Figure 1. Signal wires by layer.
Bar = 20 µm.
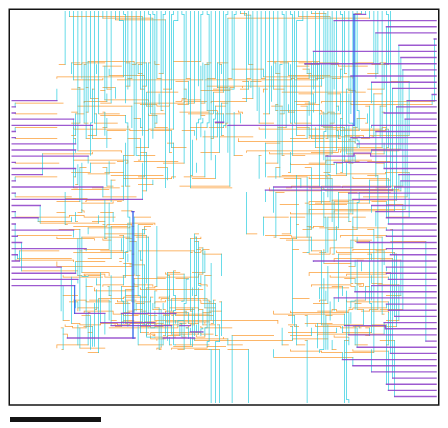
Figure 2. Routed clock nets over the placement.
Bar = 20 µm.
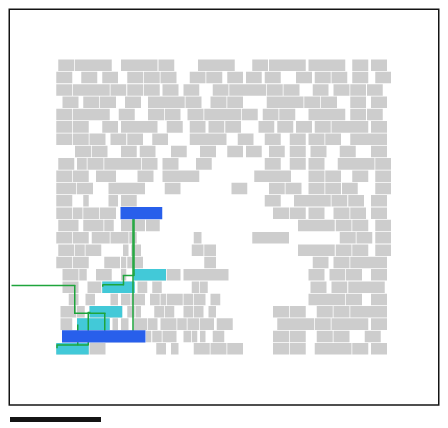
**src/rtl/pyc_rr_arbiter_if.sv**
```systemverilog
// Handshake bundle between N producers, the round-robin arbiter and one shared sink.
// The arbiter takes the slave view; producers/sink models take the master view.
interface pyc_rr_arbiter_if #(
   parameter int N     = 4,
   parameter int WIDTH = 32
);
   localparam int ID_W = (N <= 1) ? 1 : $clog2(N);

   logic [N-1:0]            in_valid;
   logic [N-1:0]            in_ready;
   logic [N-1:0][WIDTH-1:0] in_data;
   logic [N-1:0]            in_last;
   logic                    out_valid;
   logic                    out_ready;
   logic [WIDTH-1:0]        out_data;
   logic                    out_last;
   logic [ID_W-1:0]         out_id;
   logic                    busy;

   modport master (
      output in_valid, in_data, in_last, out_ready,
      input  in_ready, out_valid, out_data, out_last, out_id, busy
   );

   modport slave (
      input  in_valid, in_data, in_last, out_ready,
      output in_ready, out_valid, out_data, out_last, out_id, busy
   );
endinterface

```
**src/rtl/pyc_rr_arbiter.sv**
```systemverilog
// Packet-aware N-way round-robin arbiter with a zero-latency combinational data path.
// Only the grant state (IDLE/LOCK, owner, rr_ptr) is registered.
module pyc_rr_arbiter #(
   parameter int N     = 4,
   parameter int WIDTH = 32
) (
   input  logic            clk,
   input  logic            rst,
   pyc_rr_arbiter_if.slave bus
);
   localparam int ID_W = (N <= 1) ? 1 : $clog2(N);

   if (N < 1) begin : g_bad_n
      $fatal(1, "pyc_rr_arbiter: N must be >= 1");
   end

   typedef enum logic {IDLE, LOCK} st_t;

   st_t             st, st_nxt;
   logic [ID_W-1:0] owner, owner_nxt;
   logic [ID_W-1:0] rr_ptr, rr_ptr_nxt;
   logic [ID_W-1:0] sel;
   logic            xfer;

   function automatic logic [ID_W-1:0] wrap_inc(input logic [ID_W-1:0] v);
      if (int'(v) >= N - 1) return '0;
      return v + 1'b1;
   endfunction

   // Highest priority is rr_ptr itself; scanning downward lets the nearest valid win.
   always_comb begin
      int idx;
      idx = 0;
      sel = rr_ptr;
      if (st == LOCK) begin
         sel = owner;
      end else begin
         for (int k = N - 1; k >= 0; k--) begin
            idx = (int'(rr_ptr) + k) % N;
            if (bus.in_valid[idx]) sel = ID_W'(idx);
         end
      end
   end

   assign bus.out_valid = !rst && bus.in_valid[sel];
   assign bus.out_data  = bus.in_data[sel];
   assign bus.out_last  = bus.in_last[sel];
   assign bus.out_id    = sel;
   assign bus.busy      = !rst && (st == LOCK);
   assign xfer          = bus.out_valid && bus.out_ready;

   for (genvar i = 0; i < N; i++) begin : g_lane
      assign bus.in_ready[i] = !rst && bus.out_ready && (sel == ID_W'(i));
   end

   // A stalled single beat also locks, so the grant cannot move before it lands.
   always_comb begin
      st_nxt     = st;
      owner_nxt  = owner;
      rr_ptr_nxt = rr_ptr;
      case (st)
         IDLE: begin
            if (xfer && bus.out_last) begin
               rr_ptr_nxt = wrap_inc(sel);
            end else if (bus.out_valid) begin
               st_nxt    = LOCK;
               owner_nxt = sel;
            end
         end
         LOCK: begin
            if (xfer && bus.out_last) begin
               st_nxt     = IDLE;
               rr_ptr_nxt = wrap_inc(owner);
            end
         end
         default: st_nxt = IDLE;
      endcase
   end

   always_ff @(posedge clk) begin
      if (rst) begin
         st     <= IDLE;
         owner  <= '0;
         rr_ptr <= '0;
      end else begin
         st     <= st_nxt;
         owner  <= owner_nxt;
         rr_ptr <= rr_ptr_nxt;
      end
   end
endmodule

```
**src/flat_wrapper.sv**
```systemverilog
// flat-port wrapper written by rule: the top's interface ports become plain ports
module pyc_rr_arbiter_flat 
#(
   parameter int N     = 4,
   parameter int WIDTH = 32
)
  (clk, rst, bus_in_valid, bus_in_data, bus_in_last, bus_out_ready, bus_in_ready, bus_out_valid, bus_out_data, bus_out_last, bus_out_id, bus_busy);
  pyc_rr_arbiter_if #(.N(N), .WIDTH(WIDTH)) bus_i ();
  input  logic clk;
  input  logic rst;
  input wire logic [$bits(bus_i.in_valid)-1:0] bus_in_valid;
  input wire logic [$bits(bus_i.in_data)-1:0] bus_in_data;
  input wire logic [$bits(bus_i.in_last)-1:0] bus_in_last;
  input wire logic [$bits(bus_i.out_ready)-1:0] bus_out_ready;
  output wire logic [$bits(bus_i.in_ready)-1:0] bus_in_ready;
  output wire logic [$bits(bus_i.out_valid)-1:0] bus_out_valid;
  output wire logic [$bits(bus_i.out_data)-1:0] bus_out_data;
  output wire logic [$bits(bus_i.out_last)-1:0] bus_out_last;
  output wire logic [$bits(bus_i.out_id)-1:0] bus_out_id;
  output wire logic [$bits(bus_i.busy)-1:0] bus_busy;
  assign bus_i.in_valid = bus_in_valid;
  assign bus_i.in_data = bus_in_data;
  assign bus_i.in_last = bus_in_last;
  assign bus_i.out_ready = bus_out_ready;
  assign bus_in_ready = bus_i.in_ready;
  assign bus_out_valid = bus_i.out_valid;
  assign bus_out_data = bus_i.out_data;
  assign bus_out_last = bus_i.out_last;
  assign bus_out_id = bus_i.out_id;
  assign bus_busy = bus_i.busy;
  pyc_rr_arbiter #(.N(N), .WIDTH(WIDTH)) u_core (.clk(clk), .rst(rst), .bus(bus_i));
endmodule
```
**config.mk**
```make
export PLATFORM = sky130hd
export DESIGN_NAME = pyc_rr_arbiter_flat
export DESIGN_NICKNAME = d
export VERILOG_FILES = /design/src/rtl/pyc_rr_arbiter_if.sv /design/src/rtl/pyc_rr_arbiter.sv /design/src/flat_wrapper.sv
export SDC_FILE = /design/constraint.sdc
export NUM_CORES = 1
export LEC_CHECK = 0
export CAP_MARGIN = 10
export CORE_ASPECT_RATIO = 0.9
export CORE_MARGIN = 10
export CORE_UTILIZATION = 27
export CTS_BUF_LIST = sky130_fd_sc_hd__clkbuf_16
export DETAILED_ROUTE_END_ITERATION = 8
export PLACE_DENSITY = 0.95
export SLEW_MARGIN = 25
export SYNTH_ARGS = -nofsm -noshare
export SYNTH_HDL_FRONTEND = slang
export SYNTH_SLANG_ARGS = --single-unit
```
**constraint.sdc**
```tcl
create_clock -name clk -period 8.2 [get_ports clk]
set_clock_uncertainty 0.05 [all_clocks]
set_input_delay 1.64 -clock clk [delete_from_list [all_inputs] [get_ports clk]]
set_output_delay 1.64 -clock clk [all_outputs]
set_load 0.005 [all_outputs]
```
==> run_results.csv <==
group,metric,value,unit
run_status,status,"complete, no violations",
cells_and_area,stdcell_count,355,
cells_and_area,inverters,3,
floorplan,tapCellCount,65,
yosys,ys.flops,5,
yosys,yosys.area.top_type,"mux4_2",
setup_path,ff2ff_setup_slack,5.28,ns
drt,drt-total-wl,8.60,mm
sta,hold_violations,0,
cells_and_area,clk_share,0.0240,
clock_network,cts-root-buf,"clkbuf_16",
clock_network,cts_setup_buffers,0,
global_routing,grt_max_degree,38,
clock_network,clkSlewWorstSetupHoldPaths,0.03,ns
cells_and_area,regArea,100,µm²
place,dp_cells,351,
sta,drv_slew,0,
cells_and_area,nFillCells,361,
drt,vias,1832,
floorplan,initCoreUtil,0.278,
cells_and_area,num-nets-final,434,
yosys,ys_area,1350,µm²
yosys,ys_top_cells_by_count,"32 x mux4_2, 6 x nor2b_1, 6 x o21ai_0",
global_routing,gr-total-overflow,0,
cells_and_area,comb_share,0.366,
sta,grt_setup_unrepaired,"no",
setup_path,cp_max_fo,37,
setup_path,reg2reg_from,"u_core.rr_ptr[1]",
clock_network,cts_tree,"done",
clock_network,clock-sinks,5,
pwr,vdd_ir_drop_max,0.388,mV
Notes on Figure 1 above:
met3 -> purple  # wire length 1250 µm
met2 -> cyan  # wire length 4430 µm
met1 -> orange  # wire length 2850 µm
met4 -> blue  # wire length 58.5 µm

Notes on Figure 2 above:
flip-flops -> cyan  # count 5
cells driving clock nets -> blue  # count 3
clock wires -> green  # length 125 µm
flops lie = south-west
routed clock nets = 4

-- cells by family after synthesis --
| family | after synthesis | share of synthesized area |
|---|---|---|
| buffers and inverters | 12 | 0.0465 |
| adders and majority gates | 4 | 0.0372 |
| muxes | 39 | 0.593 |
| and+or+nand+nor | 32 | 0.138 |
| DFF | 5 | 0.0744 |
| AOI/OAI and AO/OA | 21 | 0.105 |
| xor gates and xnor gates | 1 | 0.00651 |
-- worst max-delay path: cells and delay by family --
| family | cells | cell delay, ns |
|---|---|---|
| adders and majority gates | 1 | 0.17 |
| AOI/OAI and AO/OA | 1 | 0.43 |
| and+or+nand+nor | 4 | 1.11 |
| buffers and inverters | 3 | 1.44 |
-- state kept, by name (all words and copies together), names as in the netlist --
register	flops
u_core.rr_ptr	2
u_core.st	1
u_core.owner	2
-- through the flow --
| stage | setup slack [ns] | utilization |
|---|---|---|
| after floorplan | 3.09 | - |
| after global placement | 1.82 | 0.663 |
| after detailed placement | 1.69 | 0.663 |
| after CTS | 1.68 | 0.679 |
| after global routing | 1.47 | 0.679 |
| final | 1.68 | 0.679 |
-- layer usage --
| metal | vias to the layer above | track usage | routed length [µm] |
|---|---|---|---|
| met5 | - | 0 | 0 |
| met4 | 0 | 0.0248 | 58 |
| met3 | 6 | 0.0879 | 1250 |
| met2 | 118 | 0.344 | 4430 |
| met1 | 871 | 0.216 | 2850 |
| li1 | 837 | - | - |
-- worst max path at each step --
stage | startpoint | endpoint | slack (ns)
floorplan | bus_in_valid[3] | bus_in_ready[2] | 3.09
global placement | bus_in_valid[3] | bus_in_ready[3] | 1.82
CTS | bus_in_valid[3] | bus_in_ready[2] | 1.68
detailed placement | bus_in_valid[3] | bus_in_ready[2] | 1.69
global route | bus_in_valid[3] | bus_in_ready[3] | 1.47
finish | bus_in_valid[3] | bus_in_ready[2] | 1.68
No activity file was given, so power comes from the tool's default toggle rates.
